## config.mk

```make
export PLATFORM = sky130hd
export DESIGN_NAME = imem_arbiter
export DESIGN_NICKNAME = d
export VERILOG_FILES = /design/src/rtl/imem_pkg.sv /design/src/rtl/imem_byte_packer.sv /design/src/rtl/imem_arbiter.sv
export SDC_FILE = /design/constraint.sdc
export NUM_CORES = 1
export LEC_CHECK = 0
export CORE_MARGIN = 5
export CORE_UTILIZATION = 45
export DETAILED_ROUTE_END_ITERATION = 6
export HOLD_SLACK_MARGIN = 0.08
export PLACE_DENSITY_LB_ADDON = 0.12
export SYNTH_ARGS = -nofsm -noshare
export SYNTH_HDL_FRONTEND = slang
export SYNTH_SLANG_ARGS = --single-unit
```

## constraint.sdc

```tcl
create_clock -name clk -period 10.7 [get_ports clk]
set_input_delay 2.14 -clock clk [delete_from_list [all_inputs] [get_ports clk]]
set_output_delay 2.14 -clock clk [all_outputs]
set_load 0.1 [all_outputs]
```

## src/rtl/imem_pkg.sv

```systemverilog
// Shared definitions for the instruction-memory arbiter: FSM encoding,
// fault/NOP instruction value and the default memory word-address width.
package imem_pkg;

  localparam int WORD_AW_DEF = 18;

  localparam logic [31:0] NOP_INST = 32'h0000_0000;

  typedef enum logic [1:0] {
    IDLE    = 2'd0,
    COLLECT = 2'd1,
    WRITE   = 2'd2
  } state_t;

endpackage

```

## src/rtl/imem_byte_packer.sv

```systemverilog
// Assembles loader bytes into a little-endian 32-bit word; lane 0 is bits [7:0].
// word_done flags the cycle in which the fourth byte of a word is accepted.
module imem_byte_packer (
  input  logic        clk,
  input  logic        rst,
  input  logic        accept,
  input  logic [7:0]  data,
  output logic [31:0] word,
  output logic        word_done
);

  logic [1:0]  lane_q;
  logic [31:0] asm_q;

  // NOTE: sequential state uses non-blocking assignments so every register
  // samples its inputs from the same pre-edge snapshot.
  always_ff @(posedge clk or posedge rst) begin
    if (rst) begin
      lane_q <= 2'd0;
      asm_q  <= '0;
    end else if (accept) begin
      asm_q[{lane_q, 3'b000} +: 8] <= data;
      lane_q                       <= lane_q + 2'd1;
    end
  end

  assign word      = asm_q;
  assign word_done = accept && (lane_q == 2'd3);

endmodule

```

## src/rtl/imem_arbiter.sv

```systemverilog
// Single-port arbiter for the instruction memory: CPU fetch (read-only) shares
// the array with a byte-streaming program loader, which has priority.
module imem_arbiter
  import imem_pkg::*;
#(
  parameter int ADDR_W  = 32,
  parameter int WORD_AW = WORD_AW_DEF,
  parameter int LEN_W   = 18
) (
  input  logic               clk,
  input  logic               rst,
  input  logic               f_req,
  input  logic [ADDR_W-1:0]  f_addr,
  output logic               f_gnt,
  output logic               f_rvalid,
  output logic [31:0]        f_inst,
  output logic               f_fault,
  input  logic               l_start,
  input  logic [ADDR_W-1:0]  l_base,
  input  logic [LEN_W-1:0]   l_len,
  input  logic               l_valid,
  input  logic [7:0]         l_byte,
  output logic               l_ready,
  output logic               l_busy,
  output logic               l_done,
  output logic               m_en,
  output logic               m_we,
  output logic [WORD_AW-1:0] m_addr,
  output logic [31:0]        m_wdata,
  input  logic [31:0]        m_rdata
);

  state_t              state_q, state_d;
  logic [WORD_AW-1:0]  waddr_q;
  logic [LEN_W-1:0]    wcnt_q;
  logic                done_q;
  logic                rvalid_q, fault_q, rd_pend_q;
  logic [31:0]         inst_q;

  logic                accept, word_done, f_aligned;
  logic                start_load, start_empty, last_word;
  logic [31:0]         packed_word;

  // Upper address bits alias and the loader base is word-aligned by truncation.
  logic unused_addr_bits;
  assign unused_addr_bits = ^{f_addr[ADDR_W-1:WORD_AW+2],
                              l_base[ADDR_W-1:WORD_AW+2], l_base[1:0]};

  assign l_ready     = (state_q == COLLECT);
  assign l_busy      = (state_q != IDLE);
  assign l_done      = done_q;
  assign accept      = l_valid && l_ready;
  assign f_aligned   = (f_addr[1:0] == 2'b00);
  assign f_gnt       = f_req && (state_q == IDLE) && !l_start;
  assign start_load  = (state_q == IDLE) && l_start && (l_len != '0);
  assign start_empty = (state_q == IDLE) && l_start && (l_len == '0);
  assign last_word   = (state_q == WRITE) && (wcnt_q == LEN_W'(1));

  imem_byte_packer u_packer (
    .clk       (clk),
    .rst       (rst),
    .accept    (accept),
    .data      (l_byte),
    .word      (packed_word),
    .word_done (word_done)
  );

  always_ff @(posedge clk or posedge rst) begin
    if (rst) state_q <= IDLE;
    else     state_q <= state_d;
  end

  // NOTE: every output of this block is defaulted first, so no path through
  // the case statement can leave a signal unassigned and infer a latch.
  always_comb begin
    state_d = state_q;
    m_en    = 1'b0;
    m_we    = 1'b0;
    m_addr  = f_addr[WORD_AW+1:2];
    m_wdata = packed_word;
    unique case (state_q)
      IDLE: begin
        if (start_load)
          state_d = COLLECT;
        else if (f_gnt && f_aligned)
          m_en = 1'b1;
      end
      COLLECT: begin
        if (word_done) state_d = WRITE;
      end
      WRITE: begin
        m_en    = 1'b1;
        m_we    = 1'b1;
        m_addr  = waddr_q;
        state_d = last_word ? IDLE : COLLECT;
      end
      default: state_d = IDLE;
    endcase
  end

  // Session bookkeeping: word address wraps modulo the array size.
  always_ff @(posedge clk or posedge rst) begin
    if (rst) begin
      waddr_q <= '0;
      wcnt_q  <= '0;
      done_q  <= 1'b0;
    end else begin
      done_q <= start_empty || last_word;
      if (start_load) begin
        waddr_q <= l_base[WORD_AW+1:2];
        wcnt_q  <= l_len;
      end else if (state_q == WRITE) begin
        waddr_q <= waddr_q + 1'b1;
        wcnt_q  <= wcnt_q - 1'b1;
      end
    end
  end

  // Fetch response: aligned reads forward m_rdata directly in the result
  // cycle; inst_q remembers the last result so f_inst holds between grants.
  always_ff @(posedge clk or posedge rst) begin
    if (rst) begin
      rvalid_q  <= 1'b0;
      fault_q   <= 1'b0;
      rd_pend_q <= 1'b0;
      inst_q    <= NOP_INST;
    end else begin
      rvalid_q  <= f_gnt;
      fault_q   <= f_gnt && !f_aligned;
      rd_pend_q <= f_gnt && f_aligned;
      if (f_gnt && !f_aligned)
        inst_q <= NOP_INST;
      else if (rd_pend_q)
        inst_q <= m_rdata;
    end
  end

  assign f_rvalid = rvalid_q;
  assign f_fault  = fault_q;
  assign f_inst   = rd_pend_q ? m_rdata : inst_q;

endmodule

```

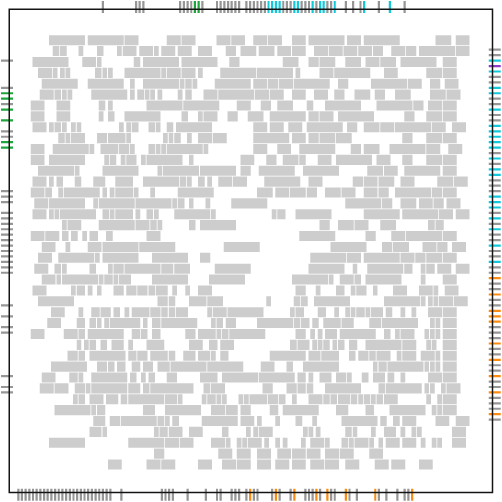
Fig. 1. I/O pins on the die edge (run 1).
(4 px per um) Pins as bars across the die edge, other pins in grey.
[purple] f_fault | pins: 1 | direction: output | edge: right
[green] l_byte | pins: 8 | direction: input | edge: 6 left, 2 top
[cyan] m_rdata | pins: 32 | direction: input | edge: 20 right, 12 top
[orange] m_addr | pins: 18 | direction: output | edge: 10 right, 8 bottom

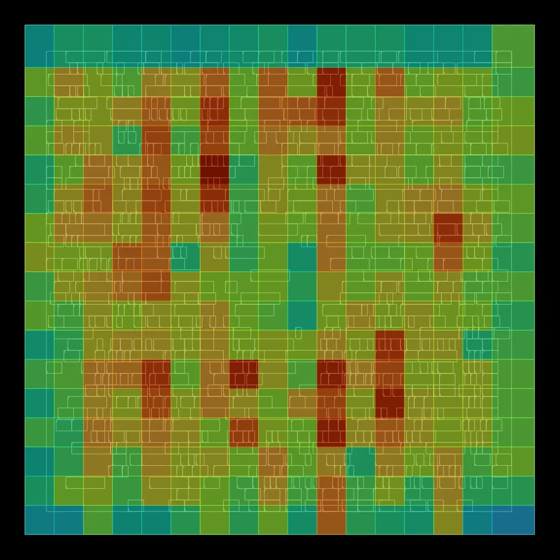
Fig. 2. Track usage over the die (run 1).
final routed wire length divided by cell count: 17.0 um
highest-utilization routing layer at the global route stage: met2
met2 Usage GRT: 0.337

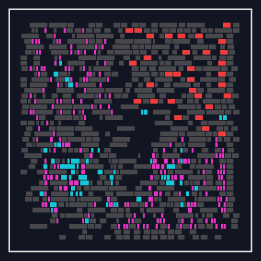
Fig. 3. Logic cells by family (run 1).
(2 px per um)
[cyan] NOR gates | cells: 53
[red] multiplexers | cells: 32
[magenta] NAND gates | cells: 191 | where: all over the die

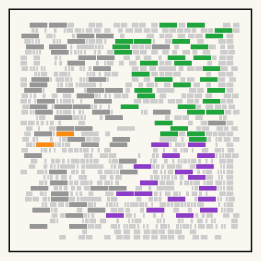
Fig. 4. Sequential cells coloured by netlist name (run 1).
(2 px per um) Other sequential cells in the stronger grey, the rest of the logic in the fainter grey.
[orange] state_q | sequential cells: 2
[purple] waddr_q | sequential cells: 18
[green] inst_q | sequential cells: 32
not coloured: 56

==> run_summary.xml, run 1 <==
<?xml version="1.0" encoding="UTF-8"?>
<metrics>
  <group name="final_layout">
    <metric name="drive_above_1_share" unit="">0.0826</metric>
    <metric name="layout.cells.most_common_list" unit="">190 x clkdlybuf4s50_1, 156 x nand2_1, 108 x dfrtp_1</metric>
    <metric name="seqAreaFraction" unit="">0.348</metric>
    <metric name="fill_cells" unit="">1025</metric>
    <metric name="finalNetCount" unit="">893</metric>
    <metric name="num_antenna_cells" unit="">0</metric>
    <metric name="area_growth_from_synthesis_to_layout" unit="%">41.4</metric>
    <metric name="nonClkBufAreaFrac" unit="">0.251</metric>
    <metric name="multi_input_comb_cells" unit="">432</metric>
    <metric name="core_util_final" unit="">0.649</metric>
    <metric name="n_clock_buffer" unit="">10</metric>
    <metric name="num-nonclk-inverters" unit="">11</metric>
    <metric name="clock_cell_area_share" unit="">0.0376</metric>
    <metric name="combGateArea" unit="um2">2590</metric>
    <metric name="seq_cell_count" unit="">108</metric>
    <metric name="n_all_buffers" unit="">196</metric>
    <metric name="area.share.combinational" unit="">0.334</metric>
    <metric name="final_common_cell" unit="">clkdlybuf4s50_1</metric>
    <metric name="layout.cells.largest_class" unit="">registers</metric>
    <metric name="seqCellArea" unit="um2">2700</metric>
  </group>
  <group name="cts">
    <metric name="latency_at_later_pin" unit="ps">350</metric>
    <metric name="cts-htree-levels" unit="">3</metric>
    <metric name="cts_tree" unit="">built</metric>
    <metric name="cts_hold_repair.buffers" unit="">0</metric>
    <metric name="cts.root.buffer_cell" unit="">clkbuf_16</metric>
    <metric name="cts_buffers" unit="">9</metric>
    <metric name="cts_num_sinks" unit="">108</metric>
    <metric name="cts.repair.resized" unit="">0</metric>
    <metric name="cts_max_path_buffers" unit="">2</metric>
    <metric name="path_clk_slew" unit="ps">70</metric>
    <metric name="post_cts.repair.setup_buffers" unit="">0</metric>
  </group>
  <group name="logic_synthesis">
    <metric name="synth_flop_count" unit="">108</metric>
    <metric name="synthCells" unit="">585</metric>
    <metric name="yosys_cells" unit="">585</metric>
    <metric name="synth.avg_cell_area" unit="um2">9.38</metric>
    <metric name="synth.top_cells.by_area" unit="">dfrtp_1 49%, nand2_1 11%, mux2_2 4.7%</metric>
    <metric name="synth_top_cell_by_area" unit="">dfrtp_1</metric>
    <metric name="post-synth-top-count-cell" unit="">nand2_1</metric>
    <metric name="top_area_frac" unit="">0.492</metric>
    <metric name="synth_nets" unit="">720</metric>
    <metric name="post_synth_num_cell_types" unit="">51</metric>
    <metric name="yosys_warnings" unit="">0</metric>
    <metric name="synth_sequential_area_ratio" unit="">0.492</metric>
    <metric name="synth-main-ff-cell" unit="">dfrtp_1</metric>
    <metric name="edf_count" unit="">0</metric>
    <metric name="synth-async-reset-ratio" unit="">1.00</metric>
    <metric name="synthesis.area" unit="um2">5490</metric>
    <metric name="post_synth_most_frequent_cells" unit="">156 x nand2_1, 108 x dfrtp_1, 32 x o21a_1, 32 x o21ai_1, 23 x mux2_2</metric>
    <metric name="yosys_area" unit="um2">5490</metric>
  </group>
  <group name="worst_hold_path">
    <metric name="min_to" unit="">u_packer.word[8]$_DFFE_PP0P_</metric>
    <metric name="hold_path_depth" unit="">2</metric>
    <metric name="min_from" unit="">u_packer.word[8]$_DFFE_PP0P_</metric>
  </group>
  <group name="worst_setup_path">
    <metric name="worst-endpoint-arrival" unit="ps">4570</metric>
    <metric name="cp-startpoint" unit="">l_start</metric>
    <metric name="crit_path_frequent_cell" unit="">clkdlybuf4s50_1</metric>
    <metric name="max_stage_delay" unit="ps">1130</metric>
    <metric name="worst_r2r_path_depth" unit="">7</metric>
    <metric name="startpoint_type" unit="">input port</metric>
    <metric name="critPathCaptureType" unit="">primary output</metric>
    <metric name="endpoint_of_the_most_critical_register_to_register_path" unit="">waddr_q[16]$_DFFE_PP0P_</metric>
    <metric name="critical_path.reg2reg.startpoint" unit="">state_q[1]$_DFFE_PP0P_</metric>
    <metric name="setup.worst_path.end" unit="">m_en</metric>
    <metric name="worstPathCellList" unit="">clkdlybuf4s50_1, inv_1, nand3_1, buf_4, nor3_1, or2_1, clkdlybuf4s50_1</metric>
    <metric name="worst_path_max_delay_cell" unit="">clkdlybuf4s50_1</metric>
    <metric name="regToRegSetupSlack" unit="ps">8200</metric>
    <metric name="timing.critical_path.fanout_max" unit="">34</metric>
    <metric name="critPathRequiredTime" unit="ps">8560</metric>
    <metric name="critical_path_class" unit="">input port to primary output</metric>
  </group>
  <group name="power_and_ir_drop">
    <metric name="seq_power" unit="uW">706</metric>
    <metric name="switching_power_share_of_the_total" unit="">0.549</metric>
    <metric name="power_combinational" unit="mW">1.54</metric>
    <metric name="power_frac_seq" unit="">0.274</metric>
    <metric name="switching_power" unit="mW">1.41</metric>
    <metric name="p_int" unit="mW">1.16</metric>
    <metric name="total_power" unit="mW">2.58</metric>
    <metric name="combPwrFrac" unit="">0.596</metric>
    <metric name="dominant_power_group" unit="">combinational logic</metric>
    <metric name="leakagePower" unit="nW">3.24</metric>
    <metric name="clkPwrFrac" unit="">0.130</metric>
    <metric name="vdd_drop_max" unit="uV">226</metric>
    <metric name="p_clk" unit="uW">334</metric>
    <metric name="power_density" unit="nW/um2">332</metric>
  </group>
  <group name="place">
    <metric name="place.port_buffers" unit="">190</metric>
    <metric name="pre_cts_ws" unit="ps">3980</metric>
    <metric name="detailedPlacementHpwl" unit="mm">11.1</metric>
    <metric name="gp_routability_congestion" unit="">0.897</metric>
  </group>
  <group name="floorplanning">
    <metric name="floorplan.initialDensity" unit="">0.459</metric>
    <metric name="chipArea" unit="um2">14500</metric>
    <metric name="die_y" unit="um">120</metric>
    <metric name="core.rowCount" unit="">40</metric>
    <metric name="num_tap_cells" unit="">147</metric>
    <metric name="num_io_pins" unit="">217</metric>
    <metric name="die_w" unit="um">120</metric>
    <metric name="core_area" unit="um2">12000</metric>
  </group>
  <group name="detailed_routing">
    <metric name="drc" unit="">0</metric>
    <metric name="dr_wl_met3" unit="um">930</metric>
    <metric name="routed-via-count" unit="">4952</metric>
    <metric name="totalWireLength" unit="mm">15.5</metric>
    <metric name="route.layer.met1.wl" unit="mm">6.93</metric>
    <metric name="vias_per_cell" unit="">5.44</metric>
    <metric name="number_of_drc_violations_after_detailed_routing_iteration_0" unit="">261</metric>
    <metric name="route.top_layer_used" unit="">met4</metric>
    <metric name="wl_met2" unit="mm">7.19</metric>
    <metric name="final_antenna_net_count" unit="">0</metric>
    <metric name="detail_route.first_pass.iterations" unit="">4</metric>
  </group>
  <group name="global_route">
    <metric name="grt_start_max_net_pins" unit="">70</metric>
    <metric name="grt.overflow.total" unit="">0</metric>
    <metric name="vias_in_the_first_global_route" unit="">4982</metric>
    <metric name="antenna_found_initial" unit="">0</metric>
    <metric name="global_route_wire_length_before_repair" unit="mm">24.8</metric>
    <metric name="grtUsageMet3" unit="">0.0407</metric>
    <metric name="grt.met1_usage" unit="">0.281</metric>
  </group>
  <group name="sta">
    <metric name="setup_ws" unit="ps">3990</metric>
    <metric name="fin_setup_tns" unit="ps">0</metric>
    <metric name="unrepaired_setup_endpoints_after_global_routing" unit="">no</metric>
    <metric name="worst_pin_slew" unit="ps">1050</metric>
    <metric name="relative_slew_slack" unit="">0.300</metric>
    <metric name="final_min_period_over_clock_period" unit="">0.627</metric>
    <metric name="fin_skew" unit="ps">7.41</metric>
    <metric name="finalCriticalPeriod" unit="ps">6710</metric>
    <metric name="maxClockFrequency" unit="GHz">0.149</metric>
    <metric name="setup_viol" unit="">0</metric>
    <metric name="timing.hold.ws" unit="ps">484</metric>
    <metric name="final_hold_viol_count" unit="">0</metric>
    <metric name="report.final.slew_viol_count" unit="">0</metric>
  </group>
  <group name="run">
    <metric name="warnings" unit="">57</metric>
    <metric name="max_cap_violations" unit="">0</metric>
  </group>
  <group name="status">
    <metric name="result_of_the_run" unit="">complete, no violations</metric>
  </group>
</metrics>
run 1: cells by family (layout without fill, tap and decap cells):
kind of cell,Yosys count,count (layout),synth area share
AND-OR/OR-AND,121,121,0.143
XOR/XNOR,18,18,0.0287
adder cells (fa/ha/maj),8,8,0.0182
buffers and inverters,45,223,0.0360
flip-flops,108,108,0.492
multiplexers,32,32,0.0657
AND/OR/NAND/NOR,253,253,0.216
run 1: critical path, delay by kind of cell:
kind                   cells  cell delay (ps)
buffers and inverters      4             1930
and+or+nand+nor            3              500
run 1: stage by stage:
| step | cell area [um2] | instances |
|---|---|---|
| final | 7760 | 910 |
| after global routing | 7760 | 910 |
| after CTS | 7760 | 910 |
| after detailed placement | 7470 | 894 |
| after global placement | 7470 | 894 |
| after floorplan | 5490 | 585 |
--- run 2 (diff from run 1) ---
--- a/config.mk
+++ b/config.mk
@@ -6,7 +6,7 @@
 export NUM_CORES = 1
 export LEC_CHECK = 0
 export CORE_MARGIN = 5
-export CORE_UTILIZATION = 45
+export CORE_UTILIZATION = 40
 export DETAILED_ROUTE_END_ITERATION = 6
 export HOLD_SLACK_MARGIN = 0.08
 export PLACE_DENSITY_LB_ADDON = 0.12
==> constraint.sdc (replaced) <==
create_clock -name clk -period 5.47 [get_ports clk]
set_input_delay 1.094 -clock clk [delete_from_list [all_inputs] [get_ports clk]]
set_output_delay 1.094 -clock clk [all_outputs]
set_load 0.1 [all_outputs]
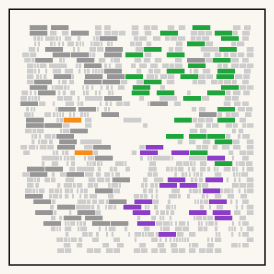
Fig. 5. Sequential cells coloured by netlist name (run 2).
(2 px per um) Other sequential cells in the stronger grey, the rest of the logic in the fainter grey.
[orange] state_q | sequential cells: 2
[purple] waddr_q | sequential cells: 18
[green] inst_q | sequential cells: 32
Core Util, Final: 0.585
Power Sequential: 1.38 mW
register fraction of the total cell area: 0.346
Flop area: 2700 um2

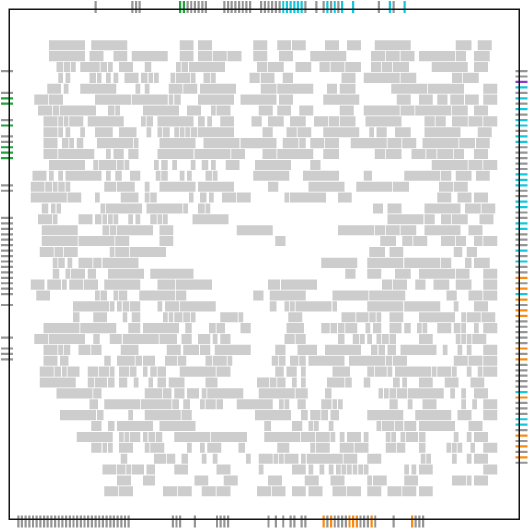
Fig. 6. I/O pins on the die edge (run 2).
(4 px per um) Pins as bars across the die edge, other pins in grey.
[cyan] m_rdata | pins: 32 | direction: input | edge: 20 right, 12 top
[purple] f_fault | pins: 1 | direction: output | edge: right
[green] l_byte | pins: 8 | direction: input | edge: 6 left, 2 top
[orange] m_addr | pins: 18 | direction: output | edge: 11 right, 7 bottom
all pins by edge: 73 right, 66 bottom, 45 top, 33 left
Port Buf Inserts: 190
vertical extent of the die: 127 um
die boundary width: 127 um

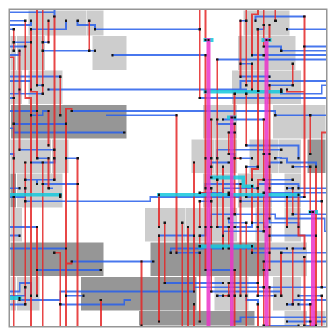
Fig. 7. Zoomed window (run 2).
Window x 51 to 76, y 26 to 51 um. Cells in grey, sequential cells in the stronger grey; small squares are vias.
[cyan] met3
[blue] met1
[red] met2
[magenta] met4
netlist names of flops here include: waddr_q (2), wcnt_q (2)
sequential cells in the window: 4
cells with their middle in the window: 36

==> run_summary.xml, run 2 <==
<?xml version="1.0" encoding="UTF-8"?>
<metrics>
  <group name="final_layout">
    <metric name="finalNonFillerCells" unit="">939</metric>
    <metric name="seq_cell_count" unit="">108</metric>
    <metric name="layout.cells.most_common_list" unit="">188 x clkdlybuf4s50_1, 156 x nand2_1, 108 x dfrtp_1</metric>
    <metric name="area.share.combinational" unit="">0.332</metric>
    <metric name="drive_above_1_share" unit="">0.0865</metric>
    <metric name="num_antenna_cells" unit="">0</metric>
    <metric name="fill_cells" unit="">1190</metric>
    <metric name="num-nonclk-inverters" unit="">11</metric>
    <metric name="finalNetCount" unit="">893</metric>
    <metric name="n_clock_buffer" unit="">11</metric>
    <metric name="multi_input_comb_cells" unit="">432</metric>
    <metric name="final_design_area_no_fill" unit="um2">7800</metric>
    <metric name="layout.cells.largest_class" unit="">registers</metric>
    <metric name="n_all_buffers" unit="">196</metric>
    <metric name="final_common_cell" unit="">clkdlybuf4s50_1</metric>
    <metric name="combGateArea" unit="um2">2590</metric>
  </group>
  <group name="logic_synthesis">
    <metric name="post-synth-top-count-cell" unit="">nand2_1</metric>
    <metric name="synthCells" unit="">585</metric>
    <metric name="ys_sh_simple" unit="">0.216</metric>
    <metric name="synth.top_cells.by_area" unit="">dfrtp_1 49%, nand2_1 11%, mux2_2 4.7%</metric>
    <metric name="ys_sh_xor" unit="">0.0287</metric>
    <metric name="yosys_warnings" unit="">0</metric>
    <metric name="yosys_area" unit="um2">5490</metric>
    <metric name="post_synth_most_frequent_cells" unit="">156 x nand2_1, 108 x dfrtp_1, 32 x o21a_1, 32 x o21ai_1, 23 x mux2_2</metric>
    <metric name="synth_top_cell_by_area" unit="">dfrtp_1</metric>
    <metric name="post_synth_fa_ha_maj_area_fraction" unit="">0.0182</metric>
    <metric name="synth-async-reset-ratio" unit="">1.00</metric>
    <metric name="synth_nets" unit="">720</metric>
    <metric name="topCombFamilyByArea" unit="">simple AND/OR/NAND/NOR gates</metric>
    <metric name="synth-main-ff-cell" unit="">dfrtp_1</metric>
    <metric name="post_synth_num_cell_types" unit="">51</metric>
    <metric name="ys_sh_aoi" unit="">0.142</metric>
    <metric name="synth.area.mux_share" unit="">0.0657</metric>
    <metric name="yosys_cells" unit="">585</metric>
    <metric name="synth.avg_cell_area" unit="um2">9.38</metric>
    <metric name="synth_flop_count" unit="">108</metric>
    <metric name="synth_sequential_area_ratio" unit="">0.492</metric>
  </group>
  <group name="cts">
    <metric name="cts.root.buffer_cell" unit="">clkbuf_16</metric>
    <metric name="cts_max_path_buffers" unit="">2</metric>
    <metric name="path_clk_slew" unit="ps">70</metric>
    <metric name="cts-htree-levels" unit="">3</metric>
    <metric name="latency_at_later_pin" unit="ps">350</metric>
    <metric name="post_cts.repair.setup_buffers" unit="">0</metric>
    <metric name="cts_buffers" unit="">9</metric>
    <metric name="cts.repair.resized" unit="">0</metric>
    <metric name="cts_tree" unit="">built</metric>
    <metric name="cts_hold_repair.buffers" unit="">0</metric>
    <metric name="cts_num_sinks" unit="">108</metric>
  </group>
  <group name="sta">
    <metric name="relative_slew_slack" unit="">0.304</metric>
    <metric name="setup_viol" unit="">0</metric>
    <metric name="fin_skew" unit="ps">6.98</metric>
    <metric name="worst_pin_slew" unit="ps">1040</metric>
    <metric name="fin_setup_tns" unit="ps">0</metric>
    <metric name="final_min_period_over_clock_period" unit="">0.760</metric>
    <metric name="maxClockFrequency" unit="GHz">0.241</metric>
    <metric name="finalCriticalPeriod" unit="ps">4160</metric>
    <metric name="final_hold_viol_count" unit="">0</metric>
    <metric name="unrepaired_setup_endpoints_after_global_routing" unit="">no</metric>
    <metric name="report.final.slew_viol_count" unit="">0</metric>
  </group>
  <group name="worst_hold_path">
    <metric name="min_to" unit="">u_packer.word[18]$_DFFE_PP0P_</metric>
    <metric name="hold_path_depth" unit="">2</metric>
    <metric name="min_from" unit="">u_packer.word[18]$_DFFE_PP0P_</metric>
  </group>
  <group name="status">
    <metric name="result_of_the_run" unit="">complete, no violations</metric>
  </group>
  <group name="power_and_ir_drop">
    <metric name="vdd_drop_max" unit="uV">541</metric>
    <metric name="total_power" unit="mW">5.03</metric>
    <metric name="leakagePower" unit="nW">3.26</metric>
    <metric name="power_density" unit="nW/um2">645</metric>
  </group>
  <group name="worst_setup_path">
    <metric name="critPathCaptureType" unit="">primary output</metric>
    <metric name="timing.critical_path.fanout_max" unit="">29</metric>
    <metric name="critPathBufInv" unit="">2</metric>
    <metric name="worst_path_max_delay_cell" unit="">clkdlybuf4s50_1</metric>
    <metric name="crit_path_frequent_cell" unit="">nand2_1</metric>
    <metric name="worstPathCellList" unit="">nand2b_2, inv_2, nand2_1, nand2_1, clkdlybuf4s50_1</metric>
    <metric name="worst-endpoint-arrival" unit="ps">3060</metric>
    <metric name="setup.worst_path.end" unit="">m_addr[16]</metric>
    <metric name="critPathRequiredTime" unit="ps">4380</metric>
    <metric name="startpoint_type" unit="">flop</metric>
    <metric name="max_stage_delay" unit="ps">1130</metric>
    <metric name="endpoint_of_the_most_critical_register_to_register_path" unit="">waddr_q[7]$_DFFE_PP0P_</metric>
    <metric name="worst_r2r_path_depth" unit="">7</metric>
    <metric name="worst_path_dominant_cell_family" unit="">buffers and inverters</metric>
    <metric name="critical_path.reg2reg.startpoint" unit="">state_q[1]$_DFFE_PP0P_</metric>
    <metric name="regToRegSetupSlack" unit="ps">2740</metric>
    <metric name="critical_path_class" unit="">flop to primary output</metric>
  </group>
  <group name="floorplanning">
    <metric name="floorplan.initialDensity" unit="">0.411</metric>
    <metric name="core.rowCount" unit="">42</metric>
    <metric name="chipArea" unit="um2">16200</metric>
    <metric name="num_io_pins" unit="">217</metric>
    <metric name="num_tap_cells" unit="">176</metric>
  </group>
  <group name="place">
    <metric name="gp_routability_congestion" unit="">0.838</metric>
    <metric name="detailedPlacementHpwl" unit="mm">11.4</metric>
    <metric name="post_dp_cell_area" unit="um2">7500</metric>
    <metric name="place_inst" unit="">923</metric>
  </group>
  <group name="global_route">
    <metric name="global_route_wire_length_before_repair" unit="mm">25.2</metric>
    <metric name="antenna_found_initial" unit="">0</metric>
    <metric name="grt_start_max_net_pins" unit="">81</metric>
    <metric name="grt.overflow.total" unit="">0</metric>
    <metric name="vias_in_the_first_global_route" unit="">4912</metric>
  </group>
  <group name="detailed_routing">
    <metric name="final_antenna_net_count" unit="">0</metric>
    <metric name="wl_per_cell" unit="um">16.5</metric>
    <metric name="number_of_drc_violations_after_detailed_routing_iteration_0" unit="">306</metric>
    <metric name="detail_route.first_pass.iterations" unit="">5</metric>
    <metric name="totalWireLength" unit="mm">15.5</metric>
    <metric name="routed-via-count" unit="">4860</metric>
    <metric name="drc" unit="">0</metric>
  </group>
  <group name="run">
    <metric name="warnings" unit="">57</metric>
    <metric name="max_cap_violations" unit="">0</metric>
  </group>
</metrics>
run 2: logic make-up after synthesis:
| kind of cell | count (synthesis) |
|---|---|
| fa+ha+maj | 8 |
| flops | 108 |
| mux | 32 |
| simple gates | 253 |
| compound gates | 121 |
| xor+xnor | 18 |
| buf+inv | 45 |
run 2: per-layer routing:
metal,routed length [um],part of all wire,track usage,vias up
met5,0,0,0,-
met1,6720,0.43,0.252,2285
li1,-,-,-,2372
met4,249,0.016,0.0593,0
met2,7320,0.47,0.313,184
met3,1180,0.076,0.0543,19
run 2: power breakdown:
group          internal, mW  total (mW)  switching (mW)  leakage (nW)
sequential             1.12        1.38           0.261          1.42
combinational         0.797        3.00            2.20          1.68
clock                 0.377       0.656           0.280         0.155
total                  2.29        5.03            2.74          3.26
--- run 3 (diff from run 2) ---
==> constraint.sdc (replaced) <==
create_clock -name clk -period 3.7 [get_ports clk]
set_input_delay 0.74 -clock clk [delete_from_list [all_inputs] [get_ports clk]]
set_output_delay 0.74 -clock clk [all_outputs]
set_load 0.1 [all_outputs]
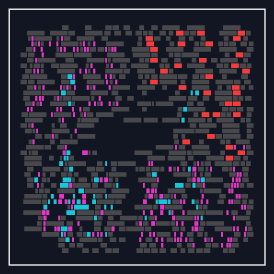
Fig. 8. Logic cells by family (run 3).
(2 px per um)
[red] multiplexers | cells: 32
[cyan] NOR gates | cells: 53
[magenta] NAND gates | cells: 191 | where: all over the die
share of cell area taken by multi-input logic gates: 0.331
final cell count without fillers: 943
most frequent logic cell in the layout: nand2_1

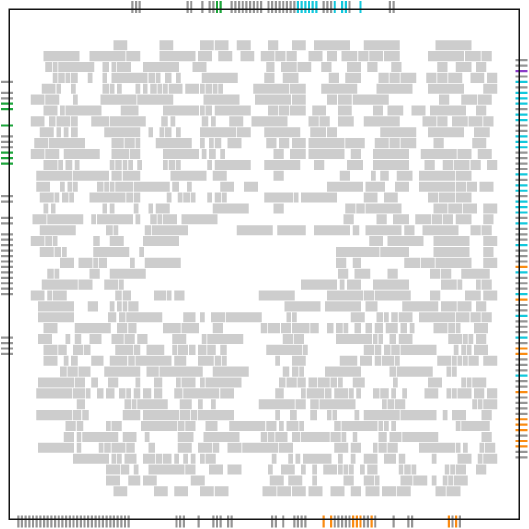
Fig. 9. I/O pins on the die edge (run 3).
(4 px per um) Pins as bars across the die edge, other pins in grey.
[green] l_byte | pins: 8 | direction: input | edge: 6 left, 2 top
[orange] m_addr | pins: 18 | direction: output | edge: 10 right, 8 bottom
[purple] f_fault | pins: 1 | direction: output | edge: right
[cyan] m_rdata | pins: 32 | direction: input | edge: 22 right, 10 top
all pins by edge: 74 right, 68 bottom, 43 top, 32 left

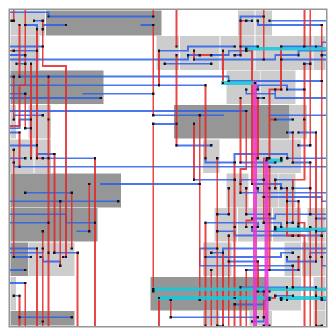
Fig. 10. Zoomed window (run 3).
Window x 51 to 76, y 26 to 51 um. Cells in grey, sequential cells in the stronger grey; small squares are vias.
[red] met2
[blue] met1
[magenta] met4
[cyan] met3
cells with their middle in the window: 33
sequential cells in the window: 6
most frequent: dfrtp_1 (6), nand2_1 (5)
netlist names of flops here include: wcnt_q (4), waddr_q (2)

==> run_summary.xml, run 3 <==
<?xml version="1.0" encoding="UTF-8"?>
<metrics>
  <group name="global_route">
    <metric name="grt.overflow.total" unit="">0</metric>
    <metric name="grt_start_max_net_pins" unit="">58</metric>
    <metric name="grt.met1_usage" unit="">0.258</metric>
    <metric name="groute.layer.met2.usage" unit="">0.312</metric>
    <metric name="grt_busiest_layer" unit="">met2</metric>
    <metric name="vias_in_the_first_global_route" unit="">4893</metric>
    <metric name="global_route_wire_length_before_repair" unit="mm">25.1</metric>
    <metric name="antenna_found_initial" unit="">0</metric>
    <metric name="grtUsageMet3" unit="">0.0438</metric>
  </group>
  <group name="detailed_routing">
    <metric name="final_antenna_net_count" unit="">0</metric>
    <metric name="totalWireLength" unit="mm">15.9</metric>
    <metric name="detail_route.first_pass.iterations" unit="">5</metric>
    <metric name="number_of_drc_violations_after_detailed_routing_iteration_0" unit="">414</metric>
    <metric name="wl_per_cell" unit="um">16.8</metric>
    <metric name="dr_wl_met3" unit="mm">1.14</metric>
    <metric name="wl_met2" unit="mm">7.46</metric>
    <metric name="routed-via-count" unit="">4912</metric>
    <metric name="route.layer.met1.wl" unit="mm">6.99</metric>
    <metric name="route.top_layer_used" unit="">met4</metric>
  </group>
  <group name="final_layout">
    <metric name="multi_input_comb_cells" unit="">432</metric>
    <metric name="final_design_area_no_fill" unit="um2">7820</metric>
    <metric name="seqAreaFraction" unit="">0.346</metric>
    <metric name="seq_cell_count" unit="">108</metric>
    <metric name="seqCellArea" unit="um2">2700</metric>
    <metric name="n_all_buffers" unit="">200</metric>
    <metric name="layout.cells.largest_class" unit="">registers</metric>
    <metric name="n_clock_buffer" unit="">11</metric>
    <metric name="num_antenna_cells" unit="">0</metric>
    <metric name="fill_cells" unit="">1223</metric>
    <metric name="drive_above_1_share" unit="">0.160</metric>
    <metric name="combGateArea" unit="um2">2590</metric>
    <metric name="core_util_final" unit="">0.586</metric>
    <metric name="layout.cells.most_common_list" unit="">156 x nand2_1, 135 x clkdlybuf4s50_1, 108 x dfrtp_1</metric>
  </group>
  <group name="logic_synthesis">
    <metric name="synthCells" unit="">585</metric>
    <metric name="synth_sequential_area_ratio" unit="">0.492</metric>
    <metric name="synth-main-ff-cell" unit="">dfrtp_1</metric>
    <metric name="synth.avg_cell_area" unit="um2">9.38</metric>
    <metric name="post_synth_most_frequent_cells" unit="">156 x nand2_1, 108 x dfrtp_1, 32 x o21a_1, 32 x o21ai_1, 23 x mux2_2</metric>
    <metric name="synth_top_cell_by_area" unit="">dfrtp_1</metric>
    <metric name="post-synth-top-count-cell" unit="">nand2_1</metric>
    <metric name="synth_nets" unit="">720</metric>
    <metric name="post_synth_num_cell_types" unit="">51</metric>
    <metric name="yosys_warnings" unit="">0</metric>
    <metric name="synth.top_cells.by_area" unit="">dfrtp_1 49%, nand2_1 11%, mux2_2 4.7%</metric>
    <metric name="yosys_area" unit="um2">5490</metric>
    <metric name="synth_flop_count" unit="">108</metric>
    <metric name="synth-async-reset-ratio" unit="">1.00</metric>
    <metric name="yosys_cells" unit="">585</metric>
  </group>
  <group name="worst_setup_path">
    <metric name="timing.critical_path.fanout_max" unit="">3</metric>
    <metric name="critical_path_class" unit="">input port to primary output</metric>
    <metric name="worst_path_dominant_cell_family" unit="">buffers and inverters</metric>
    <metric name="worst-endpoint-arrival" unit="ps">2080</metric>
    <metric name="critPathRequiredTime" unit="ps">2960</metric>
    <metric name="critPathBufInv" unit="">3</metric>
    <metric name="regToRegSetupSlack" unit="ps">1410</metric>
    <metric name="endpoint_of_the_most_critical_register_to_register_path" unit="">waddr_q[2]$_DFFE_PP0P_</metric>
    <metric name="max_stage_delay" unit="ps">390</metric>
    <metric name="worst_path_max_delay_cell" unit="">clkdlybuf4s50_1</metric>
    <metric name="critical_path.reg2reg.startpoint" unit="">state_q[0]$_DFFE_PP0P_</metric>
    <metric name="startpoint_type" unit="">input port</metric>
    <metric name="worstPathCellList" unit="">clkdlybuf4s50_1, inv_1, nand3_1, nor3_1, or2_1, buf_12</metric>
    <metric name="worst_r2r_path_depth" unit="">6</metric>
  </group>
  <group name="place">
    <metric name="detailedPlacementHpwl" unit="mm">11.6</metric>
    <metric name="place.port_buffers" unit="">190</metric>
  </group>
  <group name="sta">
    <metric name="timing.hold.ws" unit="ps">481</metric>
    <metric name="unrepaired_setup_endpoints_after_global_routing" unit="">no</metric>
    <metric name="setup_viol" unit="">0</metric>
    <metric name="worst_pin_slew" unit="ps">1020</metric>
    <metric name="fin_skew" unit="ps">3.89</metric>
    <metric name="final_hold_viol_count" unit="">0</metric>
    <metric name="finalCriticalPeriod" unit="ps">2820</metric>
    <metric name="final_min_period_over_clock_period" unit="">0.762</metric>
    <metric name="relative_slew_slack" unit="">0.321</metric>
  </group>
  <group name="cts">
    <metric name="cts.root.buffer_cell" unit="">clkbuf_16</metric>
    <metric name="cts_buffers" unit="">9</metric>
    <metric name="cts_tree" unit="">built</metric>
    <metric name="cts-htree-levels" unit="">3</metric>
    <metric name="cts.repair.resized" unit="">0</metric>
    <metric name="cts_max_path_buffers" unit="">2</metric>
    <metric name="cts_hold_repair.buffers" unit="">0</metric>
    <metric name="path_clk_slew" unit="ps">70</metric>
    <metric name="cts_num_sinks" unit="">108</metric>
    <metric name="latency_at_later_pin" unit="ps">350</metric>
    <metric name="post_cts.repair.setup_buffers" unit="">0</metric>
  </group>
  <group name="worst_hold_path">
    <metric name="min_to" unit="">u_packer.word[5]$_DFFE_PP0P_</metric>
    <metric name="hold_path_depth" unit="">2</metric>
    <metric name="min_from" unit="">u_packer.word[5]$_DFFE_PP0P_</metric>
  </group>
  <group name="run">
    <metric name="warnings" unit="">57</metric>
    <metric name="max_cap_violations" unit="">0</metric>
  </group>
  <group name="floorplanning">
    <metric name="core.rowCount" unit="">42</metric>
    <metric name="die_y" unit="um">127</metric>
    <metric name="die_w" unit="um">127</metric>
    <metric name="num_tap_cells" unit="">176</metric>
    <metric name="chipArea" unit="um2">16200</metric>
  </group>
  <group name="power_and_ir_drop">
    <metric name="power_density" unit="nW/um2">966</metric>
    <metric name="vdd_drop_max" unit="uV">694</metric>
    <metric name="leakagePower" unit="nW">3.39</metric>
  </group>
  <group name="status">
    <metric name="result_of_the_run" unit="">complete, no violations</metric>
  </group>
</metrics>
run 3: how the worst max path moves through the flow:
stage	to	slack [ps]	start
after floorplan	f_fault$_DFF_PP0_	110	rst
after global placement	waddr_q[7]$_DFFE_PP0P_	560	l_len[5]
after detailed placement	waddr_q[7]$_DFFE_PP0P_	560	l_len[5]
after CTS	m_en	840	l_start
after global routing	m_en	750	l_start
final	m_en	880	l_start
run 3: power by group:
group,total [mW],internal (mW),switching [mW]
clock network,1.08,0.633,0.443
logic,4.43,1.16,3.27
registers,2.05,1.65,0.398
run 3: logic make-up after synthesis:
logic type,after synthesis,share of synthesized area
xor+xnor,18,0.0287
flops,108,0.492
buf+inv,45,0.0360
mux,32,0.0657
simple gates,253,0.216
fa+ha+maj,8,0.0182
compound gates,121,0.143
Power figures rest on the tool's default switching activity, not on a simulated workload.
